Fig. 1: cells colored by class
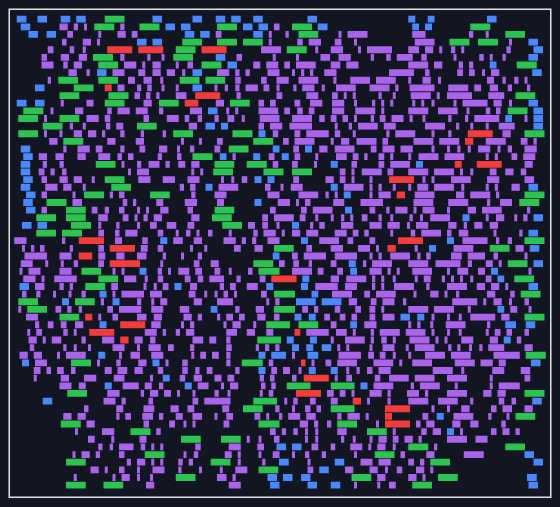
Fig. 2: routed clock nets over the placement
Bar = 50 um.
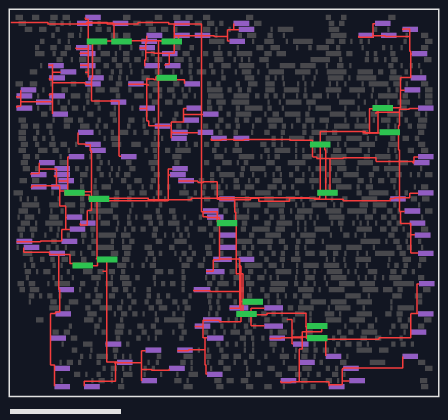
Fig. 3: clock nets
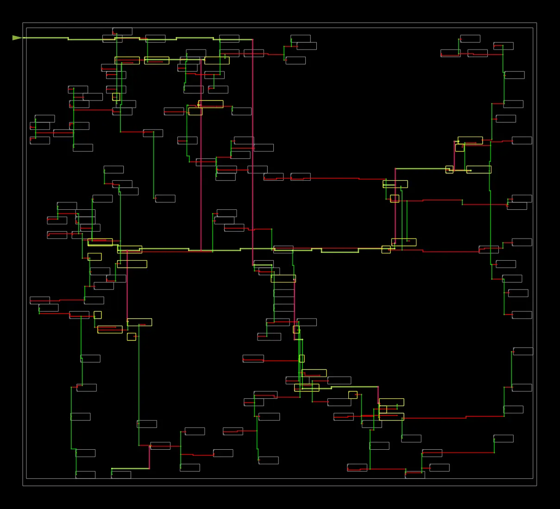
Fig. 4: floorplan with the power grid
Bar = 50 um. Pins as bars on the die edge.
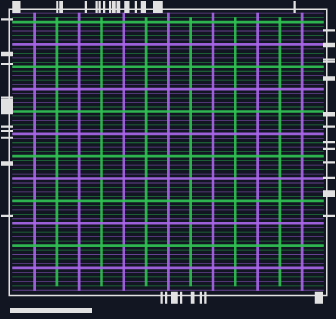
[src/rtl/cue_aim_controller_pkg.sv]
// Shared types and constants for the cue aim controller and its direction ROM.
package billiard_pkg;

  localparam int FIXED_POINT_MULTIPLIER = 64;
  localparam int FP_SHIFT               = 6;

  typedef logic signed [10:0] coord_t;
  typedef logic [5:0]         angle_t;
  typedef logic signed [7:0]  trig_t;

  typedef enum logic [1:0] {AIM, CHARGE, FIRE, ROLLING} aim_state_t;

  // sin(k * pi/32) * 64, rounded, for k = 0..16
  function automatic trig_t quarter_sin(input logic [4:0] k);
    trig_t v;
    case (k)
      5'd0:    v = 8'sd0;
      5'd1:    v = 8'sd6;
      5'd2:    v = 8'sd12;
      5'd3:    v = 8'sd19;
      5'd4:    v = 8'sd24;
      5'd5:    v = 8'sd30;
      5'd6:    v = 8'sd36;
      5'd7:    v = 8'sd41;
      5'd8:    v = 8'sd45;
      5'd9:    v = 8'sd49;
      5'd10:   v = 8'sd53;
      5'd11:   v = 8'sd56;
      5'd12:   v = 8'sd59;
      5'd13:   v = 8'sd61;
      5'd14:   v = 8'sd63;
      5'd15:   v = 8'sd64;
      default: v = 8'sd64;
    endcase
    return v;
  endfunction

endpackage

[src/rtl/cue_aim_controller_if.sv]
// Shot handoff from the aim controller to ball physics (valid/ready transfer).
interface cue_aim_controller_if;
  import billiard_pkg::*;

  logic   shotValid;
  logic   shotReady;
  coord_t shotVelX;
  coord_t shotVelY;

  modport master (output shotValid, shotVelX, shotVelY, input shotReady);
  modport slave  (input shotValid, shotVelX, shotVelY, output shotReady);
endinterface

[src/rtl/cue_aim_controller_aim_direction_lut.sv]
// Registered 64-entry direction ROM: angle -> (cos, sin) scaled by 64, built from a quarter wave.
module aim_direction_lut
  import billiard_pkg::*;
(
  input  logic   clk,
  input  logic   reset,
  input  angle_t angle,
  output trig_t  cos_q,
  output trig_t  sin_q
);

  function automatic trig_t sin_of(input angle_t a);
    logic [4:0] i;
    logic [4:0] mirror;
    i      = {1'b0, a[3:0]};
    mirror = 5'd16 - i;
    case (a[5:4])
      2'd0:    return  quarter_sin(i);
      2'd1:    return  quarter_sin(mirror);
      2'd2:    return -quarter_sin(i);
      default: return -quarter_sin(mirror);
    endcase
  endfunction

  always_ff @(posedge clk) begin
    if (reset) begin
      cos_q <= '0;
      sin_q <= '0;
    end else begin
      cos_q <= sin_of(angle + 6'd16);
      sin_q <= sin_of(angle);
    end
  end

endmodule

[src/rtl/cue_aim_controller.sv]
// Cue shot sequencer: aim rotation, power charge, shot handoff, settle wait.
// Optional: define POWER_PINGPONG_EN to make the charge ramp up and down instead of saturating.
module cue_aim_controller
  import billiard_pkg::*;
#(
  parameter int unsigned BALL_RADIUS   = 8,
  parameter int unsigned LINE_LENGTH   = 64,
  parameter int unsigned ROT_DIV       = 4,
  parameter int unsigned POWER_STEP    = 2,
  parameter int unsigned MAX_POWER     = 127,
  parameter int unsigned SETTLE_FRAMES = 8
)(
  input  logic                  clk,
  input  logic                  reset,
  input  logic                  startOfFrame,
  input  coord_t                ballTopLeftX,
  input  coord_t                ballTopLeftY,
  input  logic                  keyLeft,
  input  logic                  keyRight,
  input  logic                  keyEnter,
  input  logic                  ballsMoving,
  output coord_t                lineEndX,
  output coord_t                lineEndY,
  output logic                  drawLineEnable,
  output logic [6:0]            aimPower,
  cue_aim_controller_if.master  shot
);

  localparam logic [7:0]         ROT_LAST = 8'(ROT_DIV - 1);
  localparam logic [7:0]         SETTLE   = 8'(SETTLE_FRAMES);
  localparam logic [7:0]         STEP     = 8'(POWER_STEP);
  localparam logic [7:0]         PMAX     = 8'(MAX_POWER);
  localparam logic signed [18:0] LINE_LEN = 19'(LINE_LENGTH);
  localparam coord_t             RADIUS   = 11'(BALL_RADIUS);

  aim_state_t state, state_next;
  angle_t     angle, angle_next;
  logic [6:0] power, power_next;
  logic [7:0] rot_cnt, rot_next, still_cnt, still_next, power_sum;
  logic       enter_prev, ramp_down, down_next;
  coord_t     vel_x, vel_y, vel_x_next, vel_y_next, centre_x, centre_y;
  trig_t      cos_q, sin_q;
  logic signed [15:0] vel_x_prod, vel_y_prod;
  logic signed [18:0] line_x_prod, line_y_prod;

  aim_direction_lut lut (
    .clk   (clk),
    .reset (reset),
    .angle (angle),
    .cos_q (cos_q),
    .sin_q (sin_q)
  );

  assign power_sum   = {1'b0, power} + STEP;
  assign vel_x_prod  = 16'(cos_q) * $signed({9'b0, power});
  assign vel_y_prod  = 16'(sin_q) * $signed({9'b0, power});
  assign line_x_prod = 19'(cos_q) * LINE_LEN;
  assign line_y_prod = 19'(sin_q) * LINE_LEN;

  assign aimPower       = power;
  assign shot.shotValid = (state == FIRE);
  assign shot.shotVelX  = vel_x;
  assign shot.shotVelY  = vel_y;

  always_comb begin
    state_next = state;
    angle_next = angle;
    power_next = power;
    rot_next   = rot_cnt;
    still_next = still_cnt;
    down_next  = ramp_down;
    vel_x_next = vel_x;
    vel_y_next = vel_y;
    case (state)
      AIM: begin
        if (startOfFrame) begin
          if (keyLeft ^ keyRight) begin
            if (rot_cnt == ROT_LAST) begin
              rot_next   = '0;
              angle_next = keyRight ? angle + 6'd1 : angle - 6'd1;
            end else begin
              rot_next = rot_cnt + 8'd1;
            end
          end else begin
            rot_next = '0;
          end
        end
        if (keyEnter && !enter_prev) begin
          state_next = CHARGE;
          power_next = '0;
          down_next  = 1'b0;
        end
      end
      CHARGE: begin
        // Release wins over a coincident frame tick: the shot uses the power shown so far.
        if (!keyEnter) begin
          state_next = FIRE;
          vel_x_next = 11'(vel_x_prod >>> FP_SHIFT);
          vel_y_next = 11'(vel_y_prod >>> FP_SHIFT);
        end else if (startOfFrame) begin
`ifdef POWER_PINGPONG_EN
          if (!ramp_down) begin
            if (power_sum >= PMAX) begin
              power_next = 7'(PMAX);
              down_next  = 1'b1;
            end else begin
              power_next = 7'(power_sum);
            end
          end else begin
            if ({1'b0, power} <= STEP) begin
              power_next = '0;
              down_next  = 1'b0;
            end else begin
              power_next = power - 7'(STEP);
            end
          end
`else
          power_next = (power_sum > PMAX) ? 7'(PMAX) : 7'(power_sum);
`endif
        end
      end
      FIRE: begin
        if (shot.shotReady) begin
          state_next = ROLLING;
          still_next = '0;
        end
      end
      default: begin
        if (still_cnt == SETTLE) begin
          state_next = AIM;
          power_next = '0;
          still_next = '0;
        end else if (ballsMoving) begin
          still_next = '0;
        end else if (startOfFrame) begin
          still_next = still_cnt + 8'd1;
        end
      end
    endcase
  end

  always_ff @(posedge clk) begin
    if (reset) begin
      state          <= AIM;
      angle          <= '0;
      power          <= '0;
      rot_cnt        <= '0;
      still_cnt      <= '0;
      enter_prev     <= 1'b0;
      ramp_down      <= 1'b0;
      vel_x          <= '0;
      vel_y          <= '0;
      centre_x       <= '0;
      centre_y       <= '0;
      lineEndX       <= '0;
      lineEndY       <= '0;
      drawLineEnable <= 1'b0;
    end else begin
      state          <= state_next;
      angle          <= angle_next;
      power          <= power_next;
      rot_cnt        <= rot_next;
      still_cnt      <= still_next;
      enter_prev     <= keyEnter;
      ramp_down      <= down_next;
      vel_x          <= vel_x_next;
      vel_y          <= vel_y_next;
      // Centre is registered alongside the ROM so position and direction line up in the sum stage.
      centre_x       <= ballTopLeftX + RADIUS;
      centre_y       <= ballTopLeftY + RADIUS;
      lineEndX       <= centre_x + 11'(line_x_prod >>> FP_SHIFT);
      lineEndY       <= centre_y + 11'(line_y_prod >>> FP_SHIFT);
      drawLineEnable <= (state == AIM) || (state == CHARGE);
    end
  end

endmodule

[src/flat_wrapper.sv]
// flat-port wrapper written by rule: the top's interface ports become plain ports
module cue_aim_controller_flat import billiard_pkg::*;
#(
  parameter int unsigned BALL_RADIUS   = 8,
  parameter int unsigned LINE_LENGTH   = 64,
  parameter int unsigned ROT_DIV       = 4,
  parameter int unsigned POWER_STEP    = 2,
  parameter int unsigned MAX_POWER     = 127,
  parameter int unsigned SETTLE_FRAMES = 8
)
  (clk, reset, startOfFrame, ballTopLeftX, ballTopLeftY, keyLeft, keyRight, keyEnter, ballsMoving, lineEndX, lineEndY, drawLineEnable, aimPower, shot_shotValid, shot_shotVelX, shot_shotVelY, shot_shotReady);
  cue_aim_controller_if shot_i ();
  input  logic clk;
  input  logic reset;
  input  logic startOfFrame;
  input  coord_t ballTopLeftX;
  input  coord_t ballTopLeftY;
  input  logic keyLeft;
  input  logic keyRight;
  input  logic keyEnter;
  input  logic ballsMoving;
  output coord_t lineEndX;
  output coord_t lineEndY;
  output logic drawLineEnable;
  output logic [6:0] aimPower;
  output wire logic [$bits(shot_i.shotValid)-1:0] shot_shotValid;
  output wire logic [$bits(shot_i.shotVelX)-1:0] shot_shotVelX;
  output wire logic [$bits(shot_i.shotVelY)-1:0] shot_shotVelY;
  input wire logic [$bits(shot_i.shotReady)-1:0] shot_shotReady;
  assign shot_shotValid = shot_i.shotValid;
  assign shot_shotVelX = shot_i.shotVelX;
  assign shot_shotVelY = shot_i.shotVelY;
  assign shot_i.shotReady = shot_shotReady;
  cue_aim_controller #(.BALL_RADIUS(BALL_RADIUS), .LINE_LENGTH(LINE_LENGTH), .ROT_DIV(ROT_DIV), .POWER_STEP(POWER_STEP), .MAX_POWER(MAX_POWER), .SETTLE_FRAMES(SETTLE_FRAMES)) u_core (.clk(clk), .reset(reset), .startOfFrame(startOfFrame), .ballTopLeftX(ballTopLeftX), .ballTopLeftY(ballTopLeftY), .keyLeft(keyLeft), .keyRight(keyRight), .keyEnter(keyEnter), .ballsMoving(ballsMoving), .lineEndX(lineEndX), .lineEndY(lineEndY), .drawLineEnable(drawLineEnable), .aimPower(aimPower), .shot(shot_i));
endmodule
[config.mk]
export PLATFORM = sky130hd
export DESIGN_NAME = cue_aim_controller_flat
export DESIGN_NICKNAME = d
export VERILOG_FILES = /design/src/rtl/cue_aim_controller_pkg.sv /design/src/rtl/cue_aim_controller_if.sv /design/src/rtl/cue_aim_controller_aim_direction_lut.sv /design/src/rtl/cue_aim_controller.sv /design/src/flat_wrapper.sv
export SDC_FILE = /design/constraint.sdc
export NUM_CORES = 1
export LEC_CHECK = 0
export CAP_MARGIN = 15
export CELL_PAD_IN_SITES_DETAIL_PLACEMENT = 2
export CELL_PAD_IN_SITES_GLOBAL_PLACEMENT = 2
export CORE_ASPECT_RATIO = 0.9
export CORE_MARGIN = 1
export CORE_UTILIZATION = 34
export CTS_CLUSTER_SIZE = 20
export DETAILED_ROUTE_END_ITERATION = 8
export PLACE_DENSITY_LB_ADDON = 0.1
export RECOVER_POWER = 25
export SYNTH_ARGS = -nofsm -noshare
export SYNTH_HDL_FRONTEND = slang
export SYNTH_SLANG_ARGS = --single-unit
[constraint.sdc]
create_clock -name clk -period 4.35 [get_ports clk]
set_input_delay 0.435 -clock clk [delete_from_list [all_inputs] [get_ports clk]]
set_output_delay 0.435 -clock clk [all_outputs]
set_load 0.1 [all_outputs]
==> metrics.yaml <==
cpMostUsedCell: "fa_1"
fin_cells: 1837
n_antenna_cell: 0
setup_slack_ns: -0.0240
min_path_cells: 2
ys_warn_count: 0
yosys.area.top_type: "dfxtp_1"
drt-initial-drc-count: 339
ff_latch_area_um2: 2430
ys_sh_xor_pct: 5.77
violations: "negative setup slack"
cts_tree: "done"
p_per_area_nw_per_um2: 237
synth.most_common_cell: "inv_1"
cts_hold_buffers: 0
fp_util_pct: 34.7
dr_wl_met2_mm: 16.5
power_frac_seq_pct: 36.5
cap_viol_max_count: 0
pg_comb_uw: 632
use_met1_pct: 28.5
postLayoutCoreUtil_pct: 42.8
layout.nets: 1641
drt-vias-per-instance: 5.00
grt_pass1_vias: 10400
syn_nets: 1526
final_cell_mix: "inv_1, dfxtp_1, ha_1, nand2_1, nor2_1"
adder_share_pct: 29.1
outcome: "complete, but fails checks"
post_cts_resized: 19
yosys_area_um2: 11100
dieArea_um2: 33300
largest_class: "logic gates"
clk-power_uw: 1420
min_from: "reset"
lay_top_count: "inv_1"
grt_pass1_wl_mm: 55.4
bufAreaShareNonClock_pct: 10.2
rr_startpoint: "u_core.aimPower[4]"
switchingPower_uw: 1080
slowest_delay_ns: 0.55
leakage_uw: 0.00634
grt_setup_unrepaired: "true"
drcViolationCount: 0
worstMarginPinSlew_ns: 1.12
mux_area_share_pct: 2.24
gp_congestion: 0.773
setup_viol: 2
htreeDepth: 4
grtUsageMet2_pct: 36.2
drt-met1-wl_mm: 16.3
dr.pass1.iters: 4
seq_area_share_pct: 17.8
comb_area_um2: 8050
taps: 416
timing.critical_path.buf_inv: 5
clockRootBuffer: "clkbuf_16"
netlist_instances: 1294
synth.top_cell.area_share_pct: 21.7
switching_share_pct: 33.3
post-cts-setup-buffers: 21
crit_end: "u_core.shot.shotVelX[9]"
About Fig. 1:
- red: clock drivers and dummy loads (cells 31; share of their area 4.3%)
- green: sequential cells (cells 120; share of their area 18%)
- blue: remaining buffers and delay cells (cells 153; share of their area 11%)
- purple: combinational and other logic (cells 1117; share of their area 67%)

About Fig. 2:
- purple: flip-flops (count 120)
- red: clock wires (length 2420 um)
- green: clock drivers (count 17)
- flops lie: widely spread
- routed clock nets: 18
clock network power share: 44.0%
Layout Skew: 0.00871 ns
insertion delay at the late pin of the worst-skew pair: 0.44 ns

About Fig. 3:
CLK BUF: 19
flop count: 120
clock sink total: 120

About Fig. 4:
- green: VDD
- purple: VSS
- signal pins: 83
- met4 straps: 13
- met5 straps: 12
Core Area: 32000 um2
Peak supply drop: 0.278 mV
Die Wd: 192 um

No activity file was given, so power comes from the tool's default toggle rates.
